==> run_1/metal_density.png <==
The die is cut into 35 by 22 equal tiles; white is low, dark blue is high, scaled to the fullest tile. Values are wire area over tile area, all layers added.
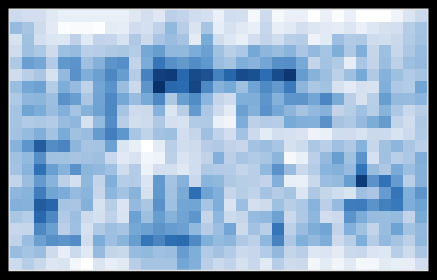
==> run_1/layer_met1.png <==
The bar under the picture is 50 microns long. Cells faint in the background.
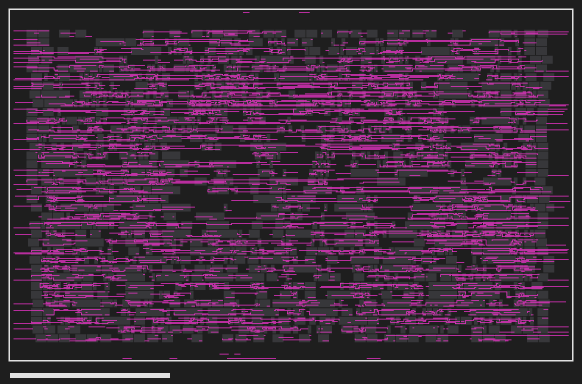
==> run_1/wires.png <==
The bar under the picture is 50 microns long. Two of the layers only.
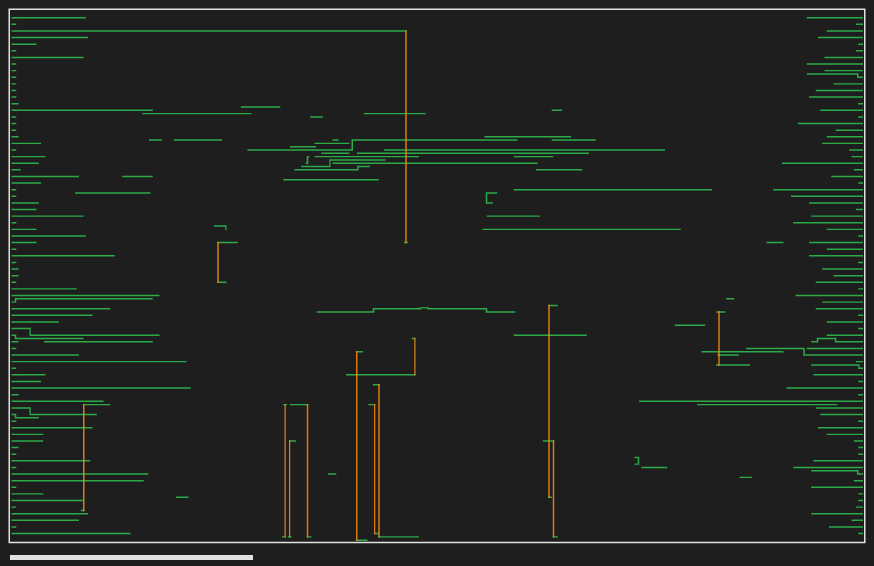
==> run_1/detail.png <==
The bar under the picture is 5 microns long. Region (122, 72) to (142, 92) microns. Cells in gray, sequential cells in the stronger gray; small squares are vias.
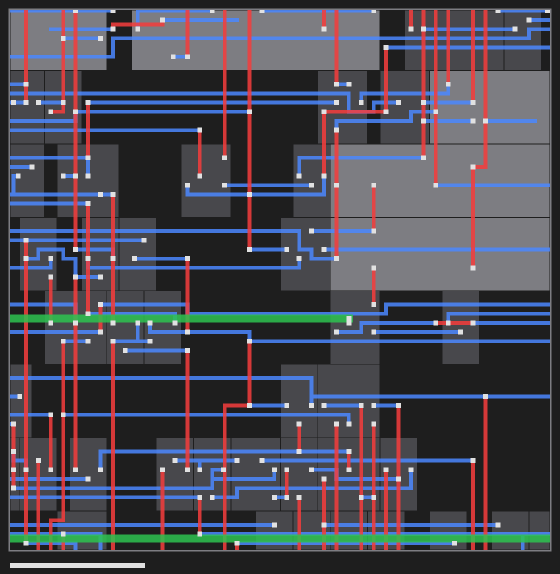
File: src/rtl/dmem_port_arbiter.sv
// Two-port round-robin arbiter in front of a single byte-addressed data memory.
// Each accepted request runs a fixed IDLE -> ACCESS -> RESP sequence (response two cycles after accept).
module dmem_port_arbiter #(
    parameter int MEM_BYTES = 128,
    parameter int ADDR_W    = 32
) (
    input  logic              clk,
    input  logic              resetn,
    input  logic [1:0]        req_valid,
    output logic [1:0]        req_ready,
    input  logic [1:0]        req_we,
    input  logic [1:0]        req_size0,
    input  logic [1:0]        req_size1,
    input  logic [ADDR_W-1:0] req_addr0,
    input  logic [ADDR_W-1:0] req_addr1,
    input  logic [31:0]       req_wdata0,
    input  logic [31:0]       req_wdata1,
    output logic [1:0]        rsp_valid,
    output logic              rsp_err,
    output logic [31:0]       rsp_rdata,
    output logic [ADDR_W-1:0] mem_write_address,
    output logic              mem_write_en,
    output logic [31:0]       mem_write_data,
    output logic [1:0]        mem_write_command,
    output logic [ADDR_W-1:0] mem_read_address,
    input  logic [31:0]       mem_read_data
);

    typedef enum logic [1:0] {
        S_IDLE   = 2'd0,
        S_ACCESS = 2'd1,
        S_RESP   = 2'd2
    } state_t;

    localparam logic [ADDR_W:0] MEM_LIMIT = (ADDR_W+1)'(MEM_BYTES);

    state_t              state_q, state_d;
    logic                last_grant_q;
    logic                owner_q;
    logic                we_q;
    logic [1:0]          size_q;
    logic [ADDR_W-1:0]   addr_q;
    logic [31:0]         wdata_q;
    logic                err_q;
    logic [31:0]         rdata_q;

    logic [1:0]          grant_s;
    logic                win_port_s;
    logic                acc_we_s;
    logic [1:0]          acc_size_s;
    logic [ADDR_W-1:0]   acc_addr_s;
    logic [31:0]         acc_wdata_s;
    logic [ADDR_W:0]     nbytes_s;
    logic [ADDR_W:0]     end_addr_s;
    logic                acc_err_s;

    function automatic logic [31:0] size_mask(input logic [1:0] size, input logic [31:0] data);
        logic [31:0] res;
        case (size)
            2'b00:   res = {24'h000000, data[7:0]};
            2'b01:   res = {16'h0000, data[15:0]};
            2'b10:   res = data;
            default: res = 32'h00000000;
        endcase
        return res;
    endfunction

    // Round-robin winner selection; only offered in IDLE and never while reset is asserted.
    always_comb begin
        grant_s = 2'b00;
        if ((state_q == S_IDLE) && resetn) begin
            case (req_valid)
                2'b01:   grant_s = 2'b01;
                2'b10:   grant_s = 2'b10;
                2'b11:   grant_s = last_grant_q ? 2'b01 : 2'b10;
                default: grant_s = 2'b00;
            endcase
        end else begin
            grant_s = 2'b00;
        end
    end

    assign req_ready   = grant_s;
    assign win_port_s  = grant_s[1];
    assign acc_we_s    = win_port_s ? req_we[1]  : req_we[0];
    assign acc_size_s  = win_port_s ? req_size1  : req_size0;
    assign acc_addr_s  = win_port_s ? req_addr1  : req_addr0;
    assign acc_wdata_s = win_port_s ? req_wdata1 : req_wdata0;

    // Range check runs one bit wider than the address so a wrapping access counts as out of range.
    always_comb begin
        nbytes_s = (ADDR_W+1)'(4);
        case (acc_size_s)
            2'b00:   nbytes_s = (ADDR_W+1)'(1);
            2'b01:   nbytes_s = (ADDR_W+1)'(2);
            2'b10:   nbytes_s = (ADDR_W+1)'(4);
            default: nbytes_s = (ADDR_W+1)'(4);
        endcase
    end

    assign end_addr_s = {1'b0, acc_addr_s} + nbytes_s;
    assign acc_err_s  = (acc_size_s == 2'b11) || (end_addr_s > MEM_LIMIT);

    // State register.
    always_ff @(posedge clk or negedge resetn) begin
        if (!resetn) begin
            state_q <= S_IDLE;
        end else begin
            state_q <= state_d;
        end
    end

    // Next-state logic.
    always_comb begin
        state_d = state_q;
        case (state_q)
            S_IDLE:   state_d = (grant_s != 2'b00) ? S_ACCESS : S_IDLE;
            S_ACCESS: state_d = S_RESP;
            S_RESP:   state_d = S_IDLE;
            default:  state_d = S_IDLE;
        endcase
    end

    // Transaction capture at accept and read-data capture during the access cycle.
    always_ff @(posedge clk or negedge resetn) begin
        if (!resetn) begin
            last_grant_q <= 1'b1;
            owner_q      <= 1'b0;
            we_q         <= 1'b0;
            size_q       <= 2'b00;
            addr_q       <= '0;
            wdata_q      <= 32'h00000000;
            err_q        <= 1'b0;
            rdata_q      <= 32'h00000000;
        end else if (grant_s != 2'b00) begin
            last_grant_q <= win_port_s;
            owner_q      <= win_port_s;
            we_q         <= acc_we_s;
            size_q       <= acc_size_s;
            addr_q       <= acc_addr_s;
            wdata_q      <= acc_wdata_s;
            err_q        <= acc_err_s;
        end else if (state_q == S_ACCESS) begin
            rdata_q <= (we_q || err_q) ? 32'h00000000 : size_mask(size_q, mem_read_data);
        end
    end

    // Outputs decoded from state; everything is zero outside its owning state.
    always_comb begin
        mem_write_address = '0;
        mem_read_address  = '0;
        mem_write_en      = 1'b0;
        mem_write_data    = 32'h00000000;
        mem_write_command = 2'b00;
        rsp_valid         = 2'b00;
        rsp_err           = 1'b0;
        rsp_rdata         = 32'h00000000;
        case (state_q)
            S_ACCESS: begin
                mem_write_address = addr_q;
                mem_read_address  = addr_q;
                mem_write_en      = we_q & ~err_q;
                mem_write_data    = wdata_q;
                mem_write_command = size_q;
            end
            S_RESP: begin
                rsp_valid = owner_q ? 2'b10 : 2'b01;
                rsp_err   = err_q;
                rsp_rdata = rdata_q;
            end
            default: begin
                rsp_valid = 2'b00;
            end
        endcase
    end

endmodule

File: config.mk
export PLATFORM = sky130hd
export DESIGN_NAME = dmem_port_arbiter
export DESIGN_NICKNAME = d
export VERILOG_FILES = /design/src/rtl/dmem_port_arbiter.sv
export SDC_FILE = /design/constraint.sdc
export NUM_CORES = 1
export LEC_CHECK = 0
export ABC_AREA = 1
export CAP_MARGIN = 5
export CORE_ASPECT_RATIO = 0.6
export CORE_MARGIN = 5
export CORE_UTILIZATION = 43
export CTS_CLUSTER_SIZE = 12
export DETAILED_ROUTE_END_ITERATION = 7
export PLACE_DENSITY = 0.77
export SETUP_SLACK_MARGIN = 0.3
export SYNTH_ARGS = -nofsm -noshare
export SYNTH_HDL_FRONTEND = slang
export SYNTH_SLANG_ARGS = --single-unit
File: constraint.sdc
create_clock -name clk -period 4.5 [get_ports clk]
set_clock_uncertainty 0.2 [all_clocks]
set_input_delay 1.125 -clock clk [delete_from_list [all_inputs] [get_ports clk]]
set_output_delay 1.125 -clock clk [all_outputs]
set_load 0.01 [all_outputs]
==> out/qor.txt, run 1 <==
logic area -> 3460 sq um
number of vias per cell -> 4.97
area share, top type -> 36.4%
Endpoint, Worst Hold -> last_grant_q$_DFFE_PN1N_
Iteration-0 DRC Markers -> 598
FMAX -> 250 MHz
antenna viol nets, final -> 0
Root Driver -> clkbuf_16
final instance area -> 10600 sq um
status -> completed
core area -> 16200 sq um
dpl hpwl -> 19800 microns
Die W -> 176 microns
WHS Path Cells -> 2
Overflow after GRT -> 0
Worst Tran Pin Value -> 802 ps
Buffers on Ports -> 305
TritonCTS clock tree -> yes
chip area in the Yosys report -> 7080 sq um
DR pass1 iterations -> 5
RSZ-0062 raised after global routing -> no
reg2reg setup slack -> 1000 ps
Synthesized Nets -> 1232
synth warn -> 0
synth top area cells -> dfrtp_1 36%, nand2_1 12%, nor2_1 9.8%
nature of the critical path startpoint -> input pin
worst hold margin -> 290 ps
Fin. Hold Viols -> 0
min-delay worst type -> register to register
die area -> 19200 sq um
CTS Buf Count -> 9
FP Util -> 43.8%
Placed Instances -> 1516
Post-DP Area -> 10100 sq um
Final Core Density -> 65.4%
Back to the opening pictures, metal_density.png:
mean over tiles: 0.22
tiles over half the peak: 20%
fullest tile: 0.59

Back to the opening pictures, layer_met1.png:
longest straight run: 57.0 microns
nets with wire on the layer: 1350
DR vias: 7660
Total Wirelength: 25600 microns
met1 usage: 36.0%

Back to the opening pictures, wires.png:
| color | layer | wire length |
|---|---|---|
| orange | metal 4 | 322 microns |
| green | metal 3 | 2090 microns |
gr usage total: 26.1%
post-DR wirelength/cell: 16.6 microns

Back to the opening pictures, detail.png:
| color | layer |
|---|---|
| red | metal 2 |
| green | metal 3 |
| blue | metal 1 |
sequential cells in the window: 3
cells with their middle in the window: 40
most frequent: nand2_1 (12), inv_1 (7), o21ai_0 (6)
netlist names of flops here include: addr_q (3)

run 1: timing repair:
| action | 4_1_cts | 5_1_grt |
|---|---|---|
| setup buffers | 1 | 7 |
| endpoints found under the setup margin | 2 | 2 |
| gates cloned | 1 | 0 |
| hold endpoints to repair | 0 | 0 |
| pin swaps | 1 | 10 |
| gates resized | 2 | 18 |
run 1: worst max-delay path, stage by stage:
cell and delay (ps):
clkdlybuf4s50_1 480, or2_2 320, o21a_1 150, nor2_2 140, ha_2 220, fa_2 230, nand2_2 70, nand2_2 100
nand3_4 130, nor2_8 190, nand2_4 90, nor2_8 180, nand2_4 70, o21ai_2 120, nand2_1 60, nor2_1 130
nand3_1 90, nor2_1 90, nor2_1 40
run 1: how the worst max path moves through the flow:
stage	end	slack [ps]	cells after the start
2_1_floorplan	err_q$_DFFE_PN0N_	460	24
3_3_place_gp	err_q$_DFFE_PN0N_	80	22
3_5_place_dp	err_q$_DFFE_PN0N_	-10	22
4_1_cts	err_q$_DFFE_PN0N_	330	22
5_1_grt	err_q$_DFFE_PN0N_	390	19
6_report	err_q$_DFFE_PN0N_	510	19
run 1: cells in the mapped netlist:
master and count:
nand2_1 228, nor2_1 185, inv_1 163, dfrtp_1 103, o21ai_0 64, nand3_1 59
o22ai_1 49, a21oi_1 35, buf_4 33, clkbuf_1 27, nand2_2 16, buf_1 10
nor2_2 10, o21ai_1 9, nand2_4 8, nand4_1 7, buf_6 6, nor2_4 6
o21bai_1 6, nand3_2 5, nor3_1 5, ha_1 3, inv_2 3, nor2_8 3
or2_2 3, xor2_1 3, and2_1 1, buf_2 1, buf_8 1, dfstp_2 1
fa_1 1, nand3b_1 1, nor4_1 1, o21a_1 1, o21ai_2 1
run 1: power breakdown:
part           leakage (nW)  internal, W  switching (W)  total, W
clock network         0.150     0.000399       0.000423  0.000822
registers              1.31      0.00125       0.000123   0.00137
logic                  3.37     0.000829        0.00111   0.00194
total                  4.83      0.00247        0.00166   0.00413
run 1: registers in the layout, indices dropped and copies added, names as in the netlist:
| register | flops |
|---|---|
| owner_q | 1 |
| addr_q | 32 |
| rdata_q | 32 |
| size_q | 2 |
| state_q | 2 |
| we_q | 1 |
| last_grant_q | 1 |
| err_q | 1 |
| wdata_q | 32 |
run 1: routing by layer:
metal  global-route usage, %  share of wire (%)  vias to the layer above
li1                        -                  -                     3811
met1                    36.0                 46                     3540
met2                    41.9                 44                      283
met3                    7.56                8.2                       26
met4                    4.34                1.3                        0
met5                       0                  0                        -
run 1: cell families (layout without fill, tap and decap cells):
| group | after synthesis | after routing | share of synthesized area [%] |
|---|---|---|---|
| compound gates | 165 | 165 | 12.8 |
| fa+ha+maj | 4 | 4 | 0.813 |
| xor+xnor | 3 | 3 | 0.371 |
| simple gates | 538 | 539 | 33.7 |
| flops | 104 | 104 | 36.8 |
| buf+inv | 244 | 517 | 15.5 |
run 1: final cells by class:
type / instances / area share [%]
timing repair buffer: 335 / 31.3
sequential: 104 / 24.6
multi-input combinational: 711 / 32.8
clock inverter: 7 / 0.816
tap: 209 / 2.47
inverter: 166 / 5.92
clock buffer: 9 / 2.13
## Run 2: what changed since run 1
--- a/config.mk
+++ b/config.mk
@@ -9,10 +9,12 @@
 export CAP_MARGIN = 5
 export CORE_ASPECT_RATIO = 0.6
 export CORE_MARGIN = 5
-export CORE_UTILIZATION = 43
+export CORE_UTILIZATION = 55
 export CTS_CLUSTER_SIZE = 12
 export DETAILED_ROUTE_END_ITERATION = 7
-export PLACE_DENSITY = 0.77
+export DONT_BUFFER_PORTS = 1
+export GPL_ROUTABILITY_DRIVEN = 0
+export PLACE_DENSITY = 0.66
 export SETUP_SLACK_MARGIN = 0.3
 export SYNTH_ARGS = -nofsm -noshare
 export SYNTH_HDL_FRONTEND = slang
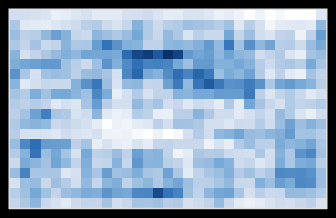
(run_2/metal_density.png)
The die is cut into 31 by 20 equal tiles; white is low, dark blue is high, scaled to the fullest tile. Values are wire area over tile area, all layers added.
densest ninth of the die: top center
tiles over half the peak: 19%
mean over tiles: 0.23
fullest tile: 0.66
nearly empty tiles: 1.3%
post-DR wirelength/cell: 17.9 microns
DR vias: 6430

==> run 2 against run 1 <==
  * Fmax increased by 4.9%
  * Clock power decreased by 3.5%
  * Power decreased by 15%
  * Critical path type unchanged
  * Via count decreased by 16%
  * Final cell count decreased by 24%
  * Routed wire length decreased by 18%
  * Global-route usage increased by 0.62 points
  * Design area decreased by 32%
  * Critical path depth increased by 2
==> out/qor.txt, run 2 <==
status -> completed (unchanged)
Max IR drop VDD -> 0.265 mV (was 0.245 mV)
fin crit share -> 84.6% (was 88.7%)
xor+xnor area frac -> 0.371% (unchanged)
Root Driver -> clkbuf_16 (unchanged)
synth top area cells -> dfrtp_1 36%, nand2_1 12%, nor2_1 9.8% (unchanged)
I/O pins -> 306 (unchanged)
TritonCTS clock tree -> yes (unchanged)
min-delay worst type -> input pin to asynchronous set/reset pin (was register to register)
Final nets -> 1175 (was 1501)
power share of the sequential group -> 39.0% (was 33.1%)
switching fraction of total power -> 42.7% (was 40.1%)
clock power share -> 22.6% (was 19.9%)
crit-path max FO -> 10 (was 6)
Post-Synth AOI/OAI Area -> 12.8% (unchanged)
DR pass1 iterations -> 5 (unchanged)
PwrDens -> 486 nW/um^2 (was 391 nW/um^2)
worst skew pair latency -> 340 ps (was 350 ps)
Reg2Reg Depth -> 21 (unchanged)
fillers -> 1300 (was 1498)
largest registers -> addr_q x32, rdata_q x32, wdata_q x32 (unchanged)
reg-to-reg endpoint -> err_q$_DFFE_PN0N_ (unchanged)
cell count in the Yosys report -> 1058 (unchanged)
Fin. Hold Viols -> 0 (unchanged)
FP Util -> 55.6% (was 43.8%)
Most common reg cell -> dfrtp_1 (unchanged)
cell internal pwr -> 0.00201 W (was 0.00247 W)
Slew headroom -> 31.3% (was 46.6%)
die area -> 15300 sq um (was 19200 sq um)
Basic Gates by Area -> 33.7% (unchanged)
Post-CTS Repair Setup Buffers -> 0 (was 1)
reg2reg setup slack -> 890 ps (was 1000 ps)
FMAX -> 263 MHz (was 250 MHz)
Synth top cell by count -> nand2_1 (unchanged)
CP endpoint -> err_q$_DFFE_PN0N_ (unchanged)
number of vias per cell -> 5.47 (was 4.97)
Synthesized Nets -> 1232 (unchanged)
fraction of registers with async set/reset -> 100% (unchanged)
Iteration-0 DRC Markers -> 591 (was 598)
CTS Buf Count -> 9 (unchanged)
Crit Path Class -> input pin to register (unchanged)
core area -> 12700 sq um (was 16200 sq um)
dpl hpwl -> 16000 microns (was 19800 microns)
Die W -> 156 microns (was 176 microns)
post-cts gate resize count -> 0 (was 2)
Commonest cells post-synth -> 228 x nand2_1, 185 x nor2_1, 163 x inv_1, 103 x dfrtp_1, 64 x o21ai_0 (unchanged)
nature of the critical path startpoint -> input pin (unchanged)
CTS Buffer Depth -> 2 (unchanged)
area share, top type -> 36.4% (unchanged)
worst hold margin -> 269 ps (was 290 ps)
area delta synth->final -> 2.10% (was 49.5%)
vias in the first global route -> 5885 (was 7452)
Worst Tran Pin Value -> 1030 ps (was 802 ps)
Buffers on Ports -> 0 (was 305)
antenna viol nets, final -> 0 (unchanged)
MUX area fraction -> 0% (unchanged)
synth warn -> 0 (unchanged)
Largest logic family -> simple AND/OR/NAND/NOR gates (unchanged)
critical path required time -> 4540 ps (about the same)
RSZ-0062 raised after global routing -> no (unchanged)
Comb power frac -> 38.5% (was 47.0%)
htree depth -> 3 (unchanged)
adder share -> 0.813% (unchanged)
Post-synth EDFFs -> 0 (unchanged)
Total Wirelength -> 21000 microns (was 25600 microns)
element type at the critical path end -> register (unchanged)
Switch Pwr -> 0.00150 W (was 0.00166 W)
Overflow after GRT -> 0 (unchanged)
CTS sink cnt -> 104 (unchanged)
chip area in the Yosys report -> 7080 sq um (unchanged)
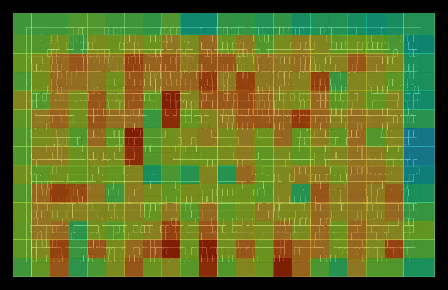
(run_2/congestion.png)
met1 usage: 40.5%
grt peak-use layer: met1
Final Core Density: 56.8%
gr usage total: 26.7%

## run 2: cell counts after synthesis
Identical to the previous run, type by type.
## run 2: kinds of logic after synthesis
kind of cell	after synthesis
adder cells (fa/ha/maj)	4
AND-OR/OR-AND	165
buffers and inverters	244
XOR/XNOR	3
flip-flops	104
AND/OR/NAND/NOR	538
## run 2: stage by stage
step | cell area [sq um] | total power, W | cells | worst slack [ps]
final | 7230 | 0.00351 | 1176 | 691
after global routing | 7230 | 0.00380 | 1176 | 366
after CTS | 7230 | 0.00354 | 1176 | 755
after detailed placement | 6930 | 0.00273 | 1160 | 384
after global placement | 6930 | 0.00272 | 1160 | 522
after floorplan | 7080 | 0.00250 | 1058 | 460
## run 2: layout make-up
| class | instances | area, sq um | area share, % |
|---|---|---|---|
| tap | 170 | 213 | 2.94 |
| sequential | 104 | 2600 | 36.0 |
| clock buffer | 9 | 225 | 3.12 |
| clock inverter | 7 | 73.8 | 1.02 |
| timing repair buffer | 10 | 87.6 | 1.21 |
| multi-input combinational | 710 | 3400 | 47.0 |
| inverter | 166 | 623 | 8.62 |
## run 2: worst min path at each step
stage / start / to / slack (ps)
floorplan: last_grant_q$_DFFE_PN1N_ / last_grant_q$_DFFE_PN1N_ / 250
global placement: addr_q[25]$_DFFE_PN0N_ / addr_q[25]$_DFFE_PN0N_ / 260
detailed placement: addr_q[20]$_DFFE_PN0N_ / addr_q[20]$_DFFE_PN0N_ / 270
CTS: resetn / addr_q[29]$_DFFE_PN0N_ / 260
global route: resetn / wdata_q[15]$_DFFE_PN0N_ / 250
finish: resetn / wdata_q[15]$_DFFE_PN0N_ / 270
## run 2: routing by layer
layer | share of wire, % | routed length [microns] | vias to the layer above | global-route usage (%)
met5 | 0 | 0 | - | 0
met4 | 1.4 | 290 | 0 | 4.53
met3 | 11 | 2260 | 35 | 8.06
met2 | 43 | 8970 | 320 | 38.2
met1 | 45 | 9500 | 2925 | 40.5
li1 | - | - | 3150 | -
## run 2: power groups by stage
stage	registers (W)	logic, W	clock network, W
floorplan	0.00135	0.00115	0
global placement	0.00138	0.00134	0
detailed placement	0.00139	0.00135	0
CTS	0.00137	0.00135	0.000814
global route	0.00141	0.00153	0.000855
finish	0.00137	0.00135	0.000793
## run 2: critical path: stages
cell and delay (ps):
nand2_1 60, nand2_4 150, nor2_8 90, or2_2 270
o21a_1 150, inv_1 70, nor2_1 60, ha_1 280
nand3_1 70, nand3_1 160, nand3_1 110, nor2_1 220
nand3_1 220, nor2_2 220, nand3_1 100, nand2_1 80
nand2_1 50, nor2_1 140, nand3_1 90, nor2_1 90
nor2_1 40
## Run 3: what changed since run 2
--- a/config.mk
+++ b/config.mk
@@ -14,7 +14,7 @@
 export DETAILED_ROUTE_END_ITERATION = 7
 export DONT_BUFFER_PORTS = 1
 export GPL_ROUTABILITY_DRIVEN = 0
-export PLACE_DENSITY = 0.66
+export PLACE_DENSITY = 0.69
 export SETUP_SLACK_MARGIN = 0.3
 export SYNTH_ARGS = -nofsm -noshare
 export SYNTH_HDL_FRONTEND = slang
==> constraint.sdc (replaced) <==
create_clock -name clk -period 3.25 [get_ports clk]
set_clock_uncertainty 0.2 [all_clocks]
set_input_delay 0.8125 -clock clk [delete_from_list [all_inputs] [get_ports clk]]
set_output_delay 0.8125 -clock clk [all_outputs]
set_load 0.01 [all_outputs]
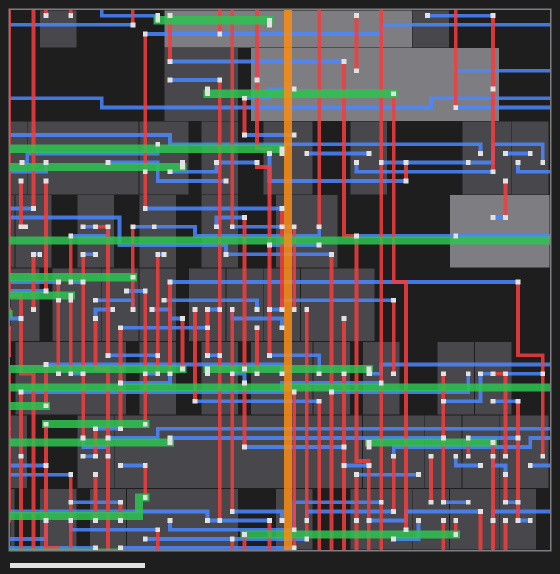
(run_3/detail.png)
The bar under the picture is 5 microns long. Region (107, 63) to (127, 83) microns. Cells in gray, sequential cells in the stronger gray; small squares are vias.
| color | layer |
|---|---|
| red | metal 2 |
| blue | metal 1 |
| orange | metal 4 |
| green | metal 3 |
netlist names of flops here include: addr_q (2)
most frequent: nand2_1 (18), inv_1 (7), nor2_1 (4)
sequential cells in the window: 2
cells with their middle in the window: 47

==> run 3 against run 2 <==
  * The run now ends with hold timing, setup timing left
  * Synthesized cell count unchanged
  * First-iteration DRC count fell by 29%
  * Routed wire length decreased by 0.36%
  * Critical path depth grew 1
  * Hold slack got worse by 310 ps
  * Combinational power up about 50%
  * Largest cell class unchanged
  * Largest power group is now combinational cells
  * Highest routed layer unchanged
==> out/qor.txt, run 3 <==
Slew headroom -> 50.6% (was 31.3%)
Basic Gates by Area -> 33.7% (unchanged)
Comb power frac -> 40.0% (was 38.5%)
largest registers -> addr_q x32, rdata_q x32, wdata_q x32 (unchanged)
clock power share -> 22.4% (was 22.6%)
number of vias per cell -> 5.41 (was 5.47)
post-DR wirelength/cell -> 17.3 microns (was 17.9 microns)
area share, top type -> 36.4% (unchanged)
xor+xnor area frac -> 0.371% (unchanged)
Root Driver -> clkbuf_16 (unchanged)
MUX area fraction -> 0% (unchanged)
nature of the critical path startpoint -> register (was input pin)
PwrDens -> 663 nW/um^2 (was 486 nW/um^2)
synth top area cells -> dfrtp_1 36%, nand2_1 12%, nor2_1 9.8% (unchanged)
CTS Buffer Depth -> 2 (unchanged)
die area -> 15300 sq um (unchanged)
cell count in the Yosys report -> 1058 (unchanged)
register area -> 2600 sq um (unchanged)
cell internal pwr -> 0.00290 W (was 0.00201 W)
Final setup viols -> 1 (was 0)
min-delay worst type -> input pin to asynchronous set/reset pin (unchanged)
pre-CTS setup slack -> -295 ps (was 384 ps)
Overflow after GRT -> 0 (unchanged)
worst hold margin -> -44.8 ps (was 269 ps)
Synth top cell by count -> nand2_1 (unchanged)
Synthesized Nets -> 1232 (unchanged)
CP cell instances -> nand2_8 -> nand2_8 -> nor2_8 -> or2_4 -> o21a_1 -> nor2_2 -> ha_2 -> fa_2 -> nand2_2 -> nand2_4 -> nand3_4 -> nor2_8 -> nand2_4 -> nor2_8 -> buf_4 -> nand4_1 -> nand2_1 -> nand2_1 -> nor2_1 -> nand3_1 -> nor2_1 -> nor2_1 (was nand2_1 -> nand2_4 -> nor2_8 -> or2_2 -> o21a_1 -> inv_1 -> nor2_1 -> ha_1 -> nand3_1 -> nand3_1 -> nand3_1 -> nor2_1 -> nand3_1 -> nor2_2 -> nand3_1 -> nand2_1 -> nand2_1 -> nor2_1 -> nand3_1 -> nor2_1 -> nor2_1)
CTS sink cnt -> 104 (unchanged)
global-route wire length before repair -> 32900 microns (about the same)
fillers -> 1249 (was 1300)
vias in the first global route -> 6055 (was 5885)
die height -> 97.9 microns (unchanged)
gr usage total -> 26.8% (was 26.7%)
crit-path max FO -> 8 (was 10)
dpl hpwl -> 15900 microns (was 16000 microns)
critical path required time -> 3300 ps (was 4540 ps)
DR pass1 iterations -> 5 (unchanged)
failing checks -> hold timing, setup timing
logic area -> 3510 sq um (was 3400 sq um)
status -> finished, violations left (was completed)
Die W -> 156 microns (unchanged)
Largest logic family -> simple AND/OR/NAND/NOR gates (unchanged)
switching fraction of total power -> 42.6% (was 42.7%)
worst skew pair latency -> 340 ps (about the same)
Iteration-0 DRC Markers -> 419 (was 591)
Crit Path Class -> register to register (was input pin to register)
FP Util -> 55.6% (unchanged)
fin crit share -> 101%
Buffers on Ports -> 0 (unchanged)
element type at the critical path end -> register (unchanged)
Post-synth EDFFs -> 0 (unchanged)
Placed Instances -> 1185 (was 1160)
Switch Pwr -> 0.00215 W (was 0.00150 W)
Fin. Hold Viols -> 103 (was 0)
Post-Synth AOI/OAI Area -> 12.8% (unchanged)
final setup margin -> -21.6 ps (was 691 ps)
DR vias -> 6552 (was 6430)
core area -> 12700 sq um (unchanged)
Worst Tran Pin Value -> 733 ps (was 1030 ps)
Final nets -> 1209 (was 1175)
Max IR drop VDD -> 0.423 mV (was 0.265 mV)
TritonCTS clock tree -> yes (unchanged)
adder share -> 0.813% (unchanged)
power share of the sequential group -> 37.6% (was 39.0%)
slowest cell delay on critical path -> 600 ps (was 280 ps)
Final Non-Filler Cells -> 1210 (was 1176)
RSZ-0062 raised after global routing -> yes (was no)
CTS Buf Count -> 9 (unchanged)
CP max stage cell -> dfstp_2 (was ha_1)
Pwr Total -> 0.00506 W (was 0.00351 W)
fraction of registers with async set/reset -> 100% (unchanged)
FMAX -> 306 MHz
area delta synth->final -> 7.80% (was 2.10%)
Most common reg cell -> dfrtp_1 (unchanged)
Total Wirelength -> 20900 microns (was 21000 microns)
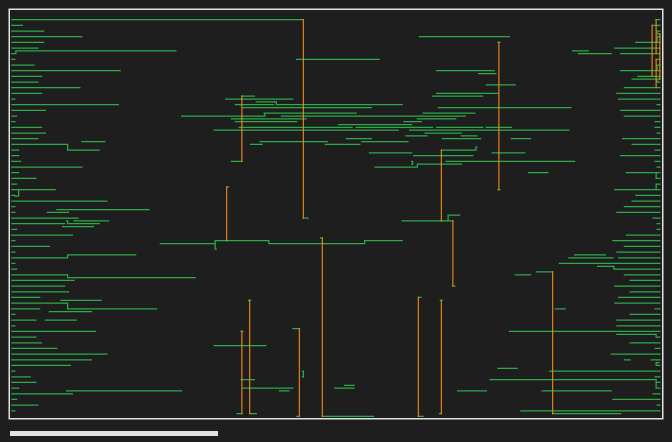
(run_3/wires.png)
The bar under the picture is 50 microns long. Two of the layers only.
| color | layer | wire length |
|---|---|---|
| green | metal 3 | 2330 microns |
| orange | metal 4 | 383 microns |

[run 3: cell types whose count changed in the layout (fill, tap and decap cells not counted), moves of 4 or more]
cell,delta
buf_4,+31
nand2_1,-4
nor2_4,+4
nor2_1,-8
nor2_2,+4
[run 3: worst max-delay path: cells and delay by family (launching register included)]
family / cells / cell delay, ps
fa+ha+maj: 2 / 410
simple gates: 18 / 1680
buf+inv: 1 / 140
flops: 1 / 600
compound gates: 1 / 130
[run 3: path summary, 6_finish.rpt]
path,from,endpoint,slack (ps),depth (start not counted)
worst max-delay path,last_grant_q$_DFFE_PN1N_,err_q$_DFFE_PN0N_,-20,22
worst min-delay path,resetn,wdata_q[16]$_DFFE_PN0N_,-40,0
worst max register to register,last_grant_q$_DFFE_PN1N_,err_q$_DFFE_PN0N_,-20,22
worst min register to register,addr_q[16]$_DFFE_PN0N_,addr_q[16]$_DFFE_PN0N_,290,2
max in group asynchronous,resetn,last_grant_q$_DFFE_PN1N_,2620,0
min in group clk,addr_q[16]$_DFFE_PN0N_,addr_q[16]$_DFFE_PN0N_,290,2
[run 3: power by group through the flow]
| stage | clock network, W | registers (W) | logic (W) |
|---|---|---|---|
| after detailed placement | 0 | 0.00192 | 0.00196 |
| after floorplan | 0 | 0.00188 | 0.00161 |
| after global placement | 0 | 0.00191 | 0.00194 |
| after CTS | 0.00115 | 0.00190 | 0.00199 |
| final | 0.00113 | 0.00190 | 0.00202 |
| after global routing | 0.00120 | 0.00195 | 0.00228 |
[run 3: logic make-up (layout without fill, tap and decap cells)]
logic type               Yosys count  after routing
flip-flops                       104            104
adder cells (fa/ha/maj)            4              4
XOR/XNOR                           3              3
AND/OR/NAND/NOR                  538            538
AND-OR/OR-AND                    165            165
buffers and inverters            244            226
[run 3: layout make-up]
cell class / instances / share of cell area (%)
flip-flops and latches: 104 / 34.1
repair buffers: 44 / 4.87
inverters: 166 / 8.17
clock buffers: 9 / 2.95
clock inverters: 7 / 1.13
well taps: 170 / 2.79
multi-input cells: 710 / 46.0
[run 3: per-layer routing]
metal  track usage, %  vias up  routed length, microns
li1                 -     3211                       -
met1             40.0     2982                    9260
met2             38.1      325                    8970
met3             8.06       34                    2330
met4             6.20        0                     382
met5                0        -                       0
[run 3: stage by stage]
step,utilization (%),cell area [sq um]
2_1_floorplan,-,7110
3_3_place_gp,56.2,7160
3_5_place_dp,56.2,7160
4_1_cts,59.2,7530
5_1_grt,59.9,7630
6_report,59.9,7630
[run 3: timing repair]
action                     in CTS  in global routing
setup buffers                   6                  3
pin swaps                      11                  2
hold endpoints to repair      103                103
gates resized                   5                 21
setup endpoints to repair      18                 22
Power figures rest on the tool's default switching activity, not on a simulated workload.
